### src/rtl/seq_match_monitor_if.sv
// ============================================================================
//  Module   : seq_match_monitor_if
//  Purpose  : Report port of the windowed match monitor. The monitor offers
//             each closed window's match count; the consumer takes it with a
//             valid/ready handshake.
//  Signals  : rpt_valid  - report available (monitor -> consumer)
//             rpt_count  - closed-window match count, CNT_W bits
//             rpt_ready  - consumer accepts the report (consumer -> monitor)
//  Modports : master (monitor side), slave (consumer side)
//  Revision : 1.0 - initial release
// ============================================================================
`default_nettype none

interface seq_match_monitor_if #(
   parameter int CNT_W = 8
);
   logic             rpt_valid;
   logic [CNT_W-1:0] rpt_count;
   logic             rpt_ready;

   modport master (
      output rpt_valid,
      output rpt_count,
      input  rpt_ready
   );

   modport slave (
      input  rpt_valid,
      input  rpt_count,
      output rpt_ready
   );
endinterface

`default_nettype wire

### src/rtl/seq_match_monitor.sv
// ============================================================================
//  Module   : seq_match_monitor
//  Purpose  : Windowed monitor for the sequence detector's one-cycle match
//             flag. Rising-edge qualifies the flag, counts matches per
//             programmable window (win_len_i+1 cycles), keeps a saturating
//             lifetime total, raises a per-window threshold alarm and offers
//             each closed window's count on a valid/ready report port.
//  Ports    : clk          - clock, rising edge
//             rst          - asynchronous reset, active low
//             en_i         - run enable
//             clr_i        - synchronous clear of counters, flags and report
//             det_in_i     - detector match flag
//             win_len_i    - window length minus one (WIN_W bits)
//             threshold_i  - alarm level, 0 disables (CNT_W bits)
//             busy_o       - high while running
//             match_cnt_o  - live count of the current window
//             total_cnt_o  - saturating lifetime count
//             alarm_o      - window count reached threshold
//             overrun_o    - sticky: a report was overwritten before taken
//             rpt_if       - report port (master modport)
//  Revision : 1.0 - initial release
// ============================================================================
`default_nettype none

module seq_match_monitor #(
   parameter int CNT_W = 8,
   parameter int WIN_W = 8
) (
   input  logic                 clk,
   input  logic                 rst,
   input  logic                 en_i,
   input  logic                 clr_i,
   input  logic                 det_in_i,
   input  logic [WIN_W-1:0]     win_len_i,
   input  logic [CNT_W-1:0]     threshold_i,
   output logic                 busy_o,
   output logic [CNT_W-1:0]     match_cnt_o,
   output logic [CNT_W-1:0]     total_cnt_o,
   output logic                 alarm_o,
   output logic                 overrun_o,
   seq_match_monitor_if.master  rpt_if
);

   localparam logic [0:0] ST_IDLE = 1'b0;
   localparam logic [0:0] ST_RUN  = 1'b1;

   localparam logic [CNT_W-1:0] C_CNT_ZERO = '0;
   localparam logic [WIN_W-1:0] C_WIN_ONE  = {{(WIN_W-1){1'b0}}, 1'b1};

   logic [0:0]       state_q,     state_d;
   logic             det_q,       det_d;
   logic [WIN_W-1:0] win_left_q,  win_left_d;
   logic [CNT_W-1:0] match_cnt_q, match_cnt_d;
   logic [CNT_W-1:0] total_cnt_q, total_cnt_d;
   logic             alarm_q,     alarm_d;
   logic             overrun_q,   overrun_d;
   logic             rpt_valid_q, rpt_valid_d;
   logic [CNT_W-1:0] rpt_count_q, rpt_count_d;

   logic             match;
   logic [CNT_W-1:0] match_sat;
   logic [CNT_W-1:0] total_sat;
   logic             win_close;

   // A level held high produces a single match on its first cycle.
   assign match = det_in_i & ~det_q;

   // Saturating increments: an all-ones counter holds its value.
   assign match_sat = (&match_cnt_q) ? match_cnt_q
                                     : match_cnt_q + {{(CNT_W-1){1'b0}}, match};
   assign total_sat = (&total_cnt_q) ? total_cnt_q
                                     : total_cnt_q + {{(CNT_W-1){1'b0}}, match};

   always_comb begin
      state_d     = state_q;
      det_d       = det_in_i;
      win_left_d  = win_left_q;
      match_cnt_d = match_cnt_q;
      total_cnt_d = total_cnt_q;
      alarm_d     = alarm_q;
      overrun_d   = overrun_q;
      rpt_valid_d = rpt_valid_q;
      rpt_count_d = rpt_count_q;
      win_close   = 1'b0;

      if (clr_i) begin
         // Clear wins over enable, matches and a coinciding window close.
         state_d     = ST_IDLE;
         det_d       = 1'b0;
         win_left_d  = '0;
         match_cnt_d = '0;
         total_cnt_d = '0;
         alarm_d     = 1'b0;
         overrun_d   = 1'b0;
         rpt_valid_d = 1'b0;
         rpt_count_d = '0;
      end else begin
         case (state_q)
            ST_IDLE: begin
               if (en_i) begin
                  state_d     = ST_RUN;
                  win_left_d  = win_len_i;
                  match_cnt_d = '0;
                  alarm_d     = 1'b0;
               end
            end
            ST_RUN: begin
               if (!en_i) begin
                  // Abort: the partial window is dropped without a report.
                  state_d = ST_IDLE;
               end else begin
                  total_cnt_d = total_sat;
                  if (win_left_q == '0) begin
                     // Close: the final cycle's match belongs to this window.
                     win_close   = 1'b1;
                     rpt_count_d = match_sat;
                     rpt_valid_d = 1'b1;
                     if (rpt_valid_q && !rpt_if.rpt_ready) begin
                        overrun_d = 1'b1;
                     end
                     match_cnt_d = '0;
                     alarm_d     = 1'b0;
                     win_left_d  = win_len_i;
                  end else begin
                     match_cnt_d = match_sat;
                     win_left_d  = win_left_q - C_WIN_ONE;
                     if ((threshold_i != C_CNT_ZERO) && (match_sat >= threshold_i)) begin
                        alarm_d = 1'b1;
                     end
                  end
               end
            end
            default: begin
               state_d = ST_IDLE;
            end
         endcase

         // An accepted report retires unless a new one is loaded this cycle.
         if (!win_close && rpt_valid_q && rpt_if.rpt_ready) begin
            rpt_valid_d = 1'b0;
         end
      end
   end

   always_ff @(posedge clk or negedge rst) begin
      if (!rst) begin
         state_q     <= ST_IDLE;
         det_q       <= 1'b0;
         win_left_q  <= '0;
         match_cnt_q <= '0;
         total_cnt_q <= '0;
         alarm_q     <= 1'b0;
         overrun_q   <= 1'b0;
         rpt_valid_q <= 1'b0;
         rpt_count_q <= '0;
      end else begin
         state_q     <= state_d;
         det_q       <= det_d;
         win_left_q  <= win_left_d;
         match_cnt_q <= match_cnt_d;
         total_cnt_q <= total_cnt_d;
         alarm_q     <= alarm_d;
         overrun_q   <= overrun_d;
         rpt_valid_q <= rpt_valid_d;
         rpt_count_q <= rpt_count_d;
      end
   end

   assign busy_o           = (state_q == ST_RUN);
   assign match_cnt_o      = match_cnt_q;
   assign total_cnt_o      = total_cnt_q;
   assign alarm_o          = alarm_q;
   assign overrun_o        = overrun_q;
   assign rpt_if.rpt_valid = rpt_valid_q;
   assign rpt_if.rpt_count = rpt_count_q;

endmodule

`default_nettype wire
### src/flat_wrapper.sv
// flat-port wrapper written by rule: the top's interface ports become plain ports
module seq_match_monitor_flat 
#(
   parameter int CNT_W = 8,
   parameter int WIN_W = 8
)
  (clk, rst, en_i, clr_i, det_in_i, win_len_i, threshold_i, busy_o, match_cnt_o, total_cnt_o, alarm_o, overrun_o, rpt_if_rpt_valid, rpt_if_rpt_count, rpt_if_rpt_ready);
  seq_match_monitor_if #(.CNT_W(CNT_W)) rpt_if_i ();
  input  logic clk;
  input  logic rst;
  input  logic en_i;
  input  logic clr_i;
  input  logic det_in_i;
  input  logic [WIN_W-1:0] win_len_i;
  input  logic [CNT_W-1:0] threshold_i;
  output logic busy_o;
  output logic [CNT_W-1:0] match_cnt_o;
  output logic [CNT_W-1:0] total_cnt_o;
  output logic alarm_o;
  output logic overrun_o;
  output wire logic [$bits(rpt_if_i.rpt_valid)-1:0] rpt_if_rpt_valid;
  output wire logic [$bits(rpt_if_i.rpt_count)-1:0] rpt_if_rpt_count;
  input wire logic [$bits(rpt_if_i.rpt_ready)-1:0] rpt_if_rpt_ready;
  assign rpt_if_rpt_valid = rpt_if_i.rpt_valid;
  assign rpt_if_rpt_count = rpt_if_i.rpt_count;
  assign rpt_if_i.rpt_ready = rpt_if_rpt_ready;
  seq_match_monitor #(.CNT_W(CNT_W), .WIN_W(WIN_W)) u_core (.clk(clk), .rst(rst), .en_i(en_i), .clr_i(clr_i), .det_in_i(det_in_i), .win_len_i(win_len_i), .threshold_i(threshold_i), .busy_o(busy_o), .match_cnt_o(match_cnt_o), .total_cnt_o(total_cnt_o), .alarm_o(alarm_o), .overrun_o(overrun_o), .rpt_if(rpt_if_i));
endmodule
### config.mk
export PLATFORM = sky130hd
export DESIGN_NAME = seq_match_monitor_flat
export DESIGN_NICKNAME = d
export VERILOG_FILES = /design/src/rtl/seq_match_monitor_if.sv /design/src/rtl/seq_match_monitor.sv /design/src/flat_wrapper.sv
export SDC_FILE = /design/constraint.sdc
export NUM_CORES = 1
export LEC_CHECK = 0
export CORE_ASPECT_RATIO = 2
export CORE_UTILIZATION = 35
export DETAILED_ROUTE_END_ITERATION = 8
export GPL_TIMING_DRIVEN = 0
export PLACE_DENSITY = 0.69
export SYNTH_ARGS = -nofsm -noshare
export SYNTH_HDL_FRONTEND = slang
export SYNTH_SLANG_ARGS = --single-unit
### constraint.sdc
create_clock -name clk -period 4.56 [get_ports clk]
set_input_delay 0.684 -clock clk [delete_from_list [all_inputs] [get_ports clk]]
set_output_delay 0.684 -clock clk [all_outputs]
set_load 0.1 [all_outputs]
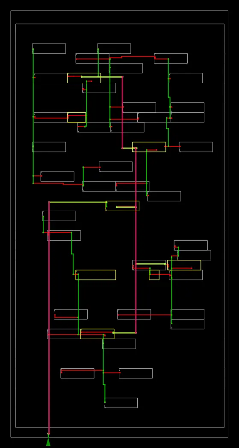
(run_1/final_clocks.png)
CTS sink cnt: 37
clock buffer count in the final layout: 6

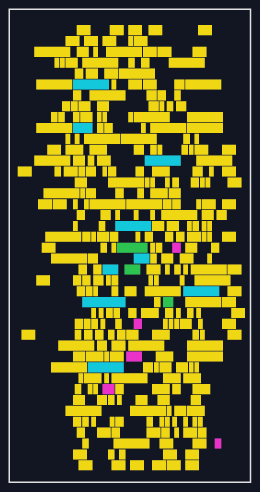
(run_1/drive_strength.png)
(4 px per um)
| size | colour | cells |
|---|---|---|
| drive 6 and up | cyan | 9 |
| drive 1 or less | yellow | 304 |
| drive 2 | magenta | 5 |
| drive 3 to 4 | green | 3 |

==> flow_metrics.tcl, run 1 <==
# metrics dict for downstream scripts
set metrics [dict create \
    max_clock_freq_mhz 270.2 \
    r2r_cells 12 \
    skew_ns 0.006928 \
    synthToLayoutAreaGrowth_pct 32.30 \
    fin_crit_sh_pct 81.18 \
    met3_length_um 139 \
    fp_nets 301 \
    maxSlewViolCount 0 \
    whs_ns 0.5006 \
    r2r_slack_ns 1.44 \
    top_cell "dfrtp_1" \
    dr_wl_met2_um 3714 \
    top_level_ports 50 \
    worst_pin_slew_ns 0.9813 \
    p_leak_nw 1.325 \
    inv_count 18 \
    ant_nets 0 \
    met2_usage_pct 37.01 \
    start_kind "input pin" \
    numCtsBuffers 5 \
    first_iter_violations 104 \
    crit-reg2reg-launch "u_core.det_q" \
    seq_area_share_pct 29.77 \
    hold_path_depth 1 \
    grt_pass1_wl_um 10770 \
    fin_nets 356 \
    top_layer_used "met4" \
    comb_share_pct 41.71 \
    path_class "input pin to flip-flop" \
    flop-count 37 \
    min_period_ns 3.702 \
    crit_arrival_ns 3.85 \
    drive_gt1_share_pct 5.296 \
    firstDrtPassIters 4 \
    hold_class "flip-flop to flip-flop" \
    ys_warn_count 0 \
    worst_slack_ns 0.8584 \
    grt_max_degree 38 \
    fin_cells 407 \
    crit_fanout 6 \
    met1_usage_pct 19.46 \
    n_antenna_cell 0 \
    drv_cap 0 \
    signal_buffer_area_fraction_pct 17.22 \
    taps 86 \
    clk_path_buf_depth 2 \
    ys_seq_share_pct 39.38 \
    post-place-ws_ns 0.5432 \
    gp_congestion 0.8456 \
    top_usage_layer "met2" \
    edf_count 0 \
    port_buffers 48 \
    syn_area_um2 2351 \
    yosysTopAreaCellShare_pct 39.38 \
    top_area_cell "dfrtp_1" \
    post_cts_resized 0 \
    postSynth.asyncResetShare_pct 100.0 \
    die_w_um 59.96 \
    met1_length_um 2395 \
    status "finished, final reports clean" \
    openroad.warnings 27 \
    endpoint_kind "flip-flop" \
    ff_latch_area_um2 925.9 \
    top_cells_by_count "37 x dfrtp_1, 27 x nor2_1, 21 x nand2_1" \
    core_area_um2 6412 \
    fp-utilization_pct 36.66 \
    fin_util_pct 48.51 \
    cts_setup_buffers 0 \
    ys_top_cells_by_area "dfrtp_1 39%, ha_1 7.5%, nor2_1 4.3%" \
    rsz0062_at_grt "no" \
    grt_pass1_vias 2334 \
    clk_pin_slew_ns 0.06 \
    postCtsHoldBufs 0 \
    fillers 659 \
]
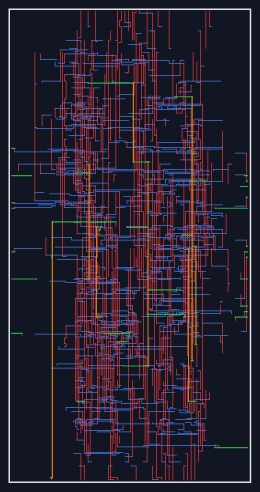
(run_1/metal_stack.png)
(4 px per um)
| layer | colour | wire length |
|---|---|---|
| met1 | blue | 2400 um |
| met4 | orange | 314 um |
| met3 | green | 140 um |
| met2 | red | 3710 um |
via count: 2246
routed length per placed instance: 16.13 um
Routed WL: 6564 um
Global Route Usage Sum: 20.23%

## run 1: worst max-delay path: stages
cell	delay [ns]
clkdlybuf4s50_1	0.50
nor2b_1	0.22
ha_1	0.24
ha_1	0.28
and4_1	0.24
nand2_1	0.07
mux2i_1	0.37
inv_1	0.09
ha_1	0.32
and4_1	0.22
a2111oi_0	0.38
o31a_1	0.20
nor4b_1	0.05
## run 1: cell families after synthesis
kind of cell / synth area share [%]
AND/OR/NAND/NOR: 26.08
AND-OR/OR-AND: 18.47
flip-flops: 39.38
buffers and inverters: 5.428
adder cells (fa/ha/maj): 7.451
XOR/XNOR: 1.490
multiplexers: 1.703
## run 1: report_power, final
group	leakage [nW]	switching [mW]	internal, mW
Sequential	0.509	0.00990	0.338
Clock	0.0831	0.142	0.273
Combinational	0.733	0.0926	0.0552
Total	1.32	0.244	0.666
--- run 2 (diff from run 1) ---
==> constraint.sdc (replaced) <==
create_clock -name clk -period 3.7 [get_ports clk]
set_input_delay 0.555 -clock clk [delete_from_list [all_inputs] [get_ports clk]]
set_output_delay 0.555 -clock clk [all_outputs]
set_load 0.1 [all_outputs]
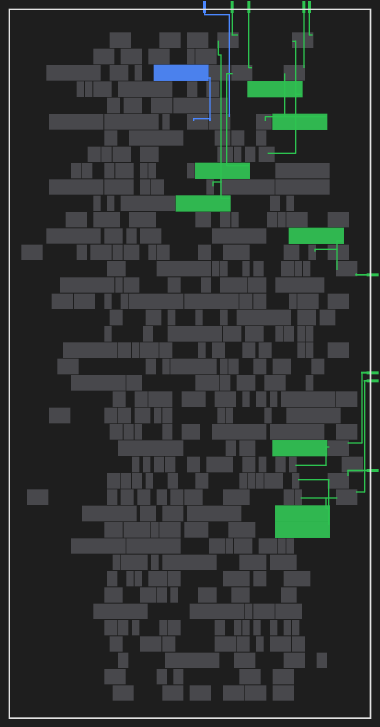
(run_2/port_nets.png)
(6 px per um)
| port | colour | bits | direction | edge | end cells | buffers | wire |
|---|---|---|---|---|---|---|---|
| rpt_if_rpt_count | green | 8 | output | 4 top, 4 right | 8 | 8 | 200 um |
| overrun_o | blue | 1 | output | top | 1 | 1 | 32.7 um |
Top Ports: 50
I/O Buffers: 48

==> flow_metrics.tcl, run 2 <==
# metrics dict for downstream scripts
set metrics [dict create \
    top_cells_by_count "37 x dfrtp_1, 27 x nor2_1, 21 x nand2_1" \
    postSynth.asyncResetShare_pct 100.0 \
    ys_seq_share_pct 39.38 \
    fin_crit_sh_pct 92.52 \
    drt_wl_total_um 6583 \
    comb-power_mw 0.182 \
    grt_pass1_vias 2334 \
    wl_per_cell_um 16.17 \
    fp_nets 301 \
    fp-utilization_pct 36.66 \
    postCtsHoldBufs 0 \
    switchingPower_mw 0.3000 \
    maxSlewViolCount 0 \
    gp_congestion 0.8456 \
    p_seq_mw 0.429 \
    met1_length_um 2431 \
    n_antenna_cell 0 \
    nClkBuffers 6 \
    first_iter_violations 97 \
    skew_ns 0.008373 \
    post_cts_resized 0 \
    top_cell "dfrtp_1" \
    grt.total_usage_pct 20.23 \
    p_seq_share_pct 38.2 \
    adder_share_pct 7.451 \
    clk_path_buf_depth 2 \
    r2r_slack_ns 0.72 \
    endpoint_kind "flip-flop" \
    signal_buffer_area_fraction_pct 17.14 \
    max_clock_freq_mhz 292.1 \
    dr_wl_met2_um 3743 \
    r2r_cells 12 \
    cts_setup_buffers 0 \
    p_leak_nw 1.321 \
    openroad.warnings 27 \
    top_usage_layer "met2" \
    grt_pass1_wl_um 10770 \
    top_layer_used "met4" \
    whs_ns 0.3850 \
    cpMostUsedCell "ha_1" \
    core_area_um2 6412 \
    syn_area_um2 2351 \
    crit-reg2reg-launch "u_core.det_q" \
    p_sw_share_pct 26.77 \
    met3_length_um 131 \
    min_period_ns 3.423 \
    fin_nets 356 \
    synthTopLogicFamily "simple AND/OR/NAND/NOR gates" \
    worst_pin_slew_ns 0.9786 \
    numCtsBuffers 5 \
    synthSimpleGateAreaFrac_pct 26.08 \
    ys_warn_count 0 \
    ys_top_cells_by_area "dfrtp_1 39%, ha_1 7.5%, nor2_1 4.3%" \
    grt_max_degree 38 \
    firstDrtPassIters 4 \
    mux_area_share_pct 1.703 \
    hold_class "input pin to async pin" \
    fillers 658 \
    clock-sinks 37 \
    met1_usage_pct 19.46 \
    combPwrFrac_pct 16.2 \
    crit_fanout 6 \
    internal_power_mw 0.8206 \
    die_w_um 59.96 \
    vias 2243 \
    crit_arrival_ns 3.57 \
    power_leader "clock" \
    comb_share_pct 41.97 \
    rsz0062_at_grt "no" \
    top_area_cell "dfrtp_1" \
    seq_area_share_pct 29.64 \
    slowest_delay_ns 0.50 \
    inv_count 18 \
    critical-path-slowest-cell "clkdlybuf4s50_1" \
    fin_util_pct 48.72 \
    drive_gt1_share_pct 5.607 \
    met2_usage_pct 37.01 \
    ys_sh_aoi_pct 18.47 \
    taps 86 \
    drv_cap 0 \
    clk_pin_slew_ns 0.06 \
    status "finished, final reports clean" \
]
-- run 2: cell counts after synthesis --
No cell type changed its count.
-- run 2: worst max-delay path by stage --
stage | start | end | cells past startpoint
after CTS | det_in_i | u_core.alarm_o | 13
after floorplan | u_core.match_cnt_o[0] | u_core.alarm_o | 11
after detailed placement | det_in_i | u_core.alarm_o | 13
final | det_in_i | u_core.alarm_o | 13
after global placement | det_in_i | u_core.alarm_o | 13
after global routing | det_in_i | u_core.alarm_o | 13
-- run 2: per-stage QoR --
stage	std cells	TNS [ns]	worst slack (ns)	power (mW)
finish	407	0	0.2767	1.121
global route	407	0	0.06351	1.162
CTS	407	0	0.1148	1.130
detailed placement	399	-0.1878	-0.1878	0.6173
global placement	399	-0.1156	-0.1156	0.6144
floorplan	265	0	0.4233	0.5493
--- run 3 (diff from run 2) ---
--- a/config.mk
+++ b/config.mk
@@ -5,6 +5,7 @@
 export SDC_FILE = /design/constraint.sdc
 export NUM_CORES = 1
 export LEC_CHECK = 0
+export ABC_CLOCK_PERIOD_IN_PS = 3700
 export CORE_ASPECT_RATIO = 2
 export CORE_UTILIZATION = 35
 export DETAILED_ROUTE_END_ITERATION = 8
==> flow_metrics.tcl, run 3 <==
# metrics dict for downstream scripts
set metrics [dict create \
    status "finished, final reports clean" \
    clk_pin_slew_ns 0.06 \
    ys_warn_count 0 \
    worstPathCellList "clkdlybuf4s50_1 -> nor2b_1 -> ha_1 -> ha_1 -> and4_1 -> nand2_1 -> mux2i_4 -> inv_1 -> ha_1 -> and4_1 -> a2111oi_1 -> o31a_1 -> nor4b_1" \
    ff_latch_area_um2 925.9 \
    p_leak_nw 1.321 \
    power_leader "clock" \
    switchingPower_mw 0.3000 \
    maxSlewViolCount 0 \
    signal_buffer_area_fraction_pct 17.14 \
    clk_path_buf_depth 2 \
    top_layer_used "met4" \
    cts_setup_buffers 0 \
    max_clock_freq_mhz 292.1 \
    grt.total_usage_pct 20.23 \
    top_cell "dfrtp_1" \
    internal_power_mw 0.8206 \
    ant_nets 0 \
    openroad.warnings 27 \
    rsz0062_at_grt "no" \
    drt_wl_total_um 6583 \
    taps 86 \
    postCtsHoldBufs 0 \
    top_cells_by_count "37 x dfrtp_1, 27 x nor2_1, 21 x nand2_1" \
    combPwrFrac_pct 16.2 \
    whs_ns 0.3850 \
    top_area_cell "dfrtp_1" \
    grt_pass1_wl_um 10770 \
    r2r_cells 12 \
    vias 2243 \
    seq_area_share_pct 29.64 \
    n_antenna_cell 0 \
    yosysTopAreaCellShare_pct 39.38 \
    endpoint_kind "flip-flop" \
    mux_area_share_pct 1.703 \
    crit_arrival_ns 3.57 \
    nClkBuffers 6 \
    fin_util_pct 48.72 \
    crit_family "simple AND/OR/NAND/NOR gates" \
    first_iter_violations 97 \
    grt_pass1_vias 2334 \
    worst_pin_slew_ns 0.9786 \
    ys_sh_aoi_pct 18.47 \
    postSynth.asyncResetShare_pct 100.0 \
    drive_gt1_share_pct 5.607 \
    post-place-ws_ns -0.1878 \
    critPathBufInv 2 \
    fillers 658 \
    numCtsBuffers 5 \
    wl_per_cell_um 16.17 \
    dr_wl_met2_um 3743 \
    pg_clk_mw 0.510 \
    edf_count 0 \
    crit_fanout 6 \
    path_class "input pin to flip-flop" \
    min_period_ns 3.423 \
    clkPwrFrac_pct 45.5 \
    drv_cap 0 \
    cpMostUsedCell "ha_1" \
    fin_cells 407 \
    grt_max_degree 38 \
]
==> run 3: cell counts after synthesis <==
No cell type changed its count.
==> run 3: final timing paths <==
kind	startpoint	to	slack, ns
min reg2reg	u_core.total_cnt_o[7]	u_core.total_cnt_o[7]	0.50
max in group asynchronous	rst	u_core.overrun_o	2.75
min in group clk	u_core.total_cnt_o[7]	u_core.total_cnt_o[7]	0.50
min	rst	u_core.win_left_q[2]	0.39
max reg2reg	u_core.det_q	u_core.alarm_o	0.72
max	det_in_i	u_core.alarm_o	0.28
==> run 3: layer usage <==
metal,GRT usage (%),vias to the layer above
met5,0,-
met4,12.79,0
met3,3.187,16
met2,37.01,48
met1,19.46,1083
li1,-,1096
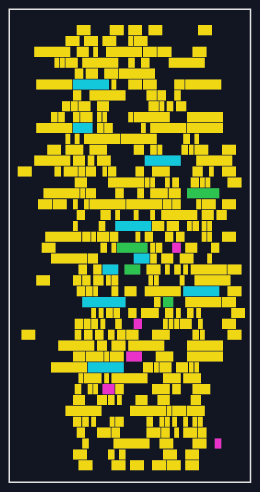
(run_3/drive_strength.png)
(4 px per um)
| size | colour | cells |
|---|---|---|
| drive 3 to 4 | green | 4 |
| drive 1 or less | yellow | 303 |
| drive 2 | magenta | 5 |
| drive 6 and up | cyan | 9 |
fin worst setup slack: 0.2767 ns
final instance area: 3124 um^2
Non-clock buffers: 60

No activity file was given, so power comes from the tool's default toggle rates.
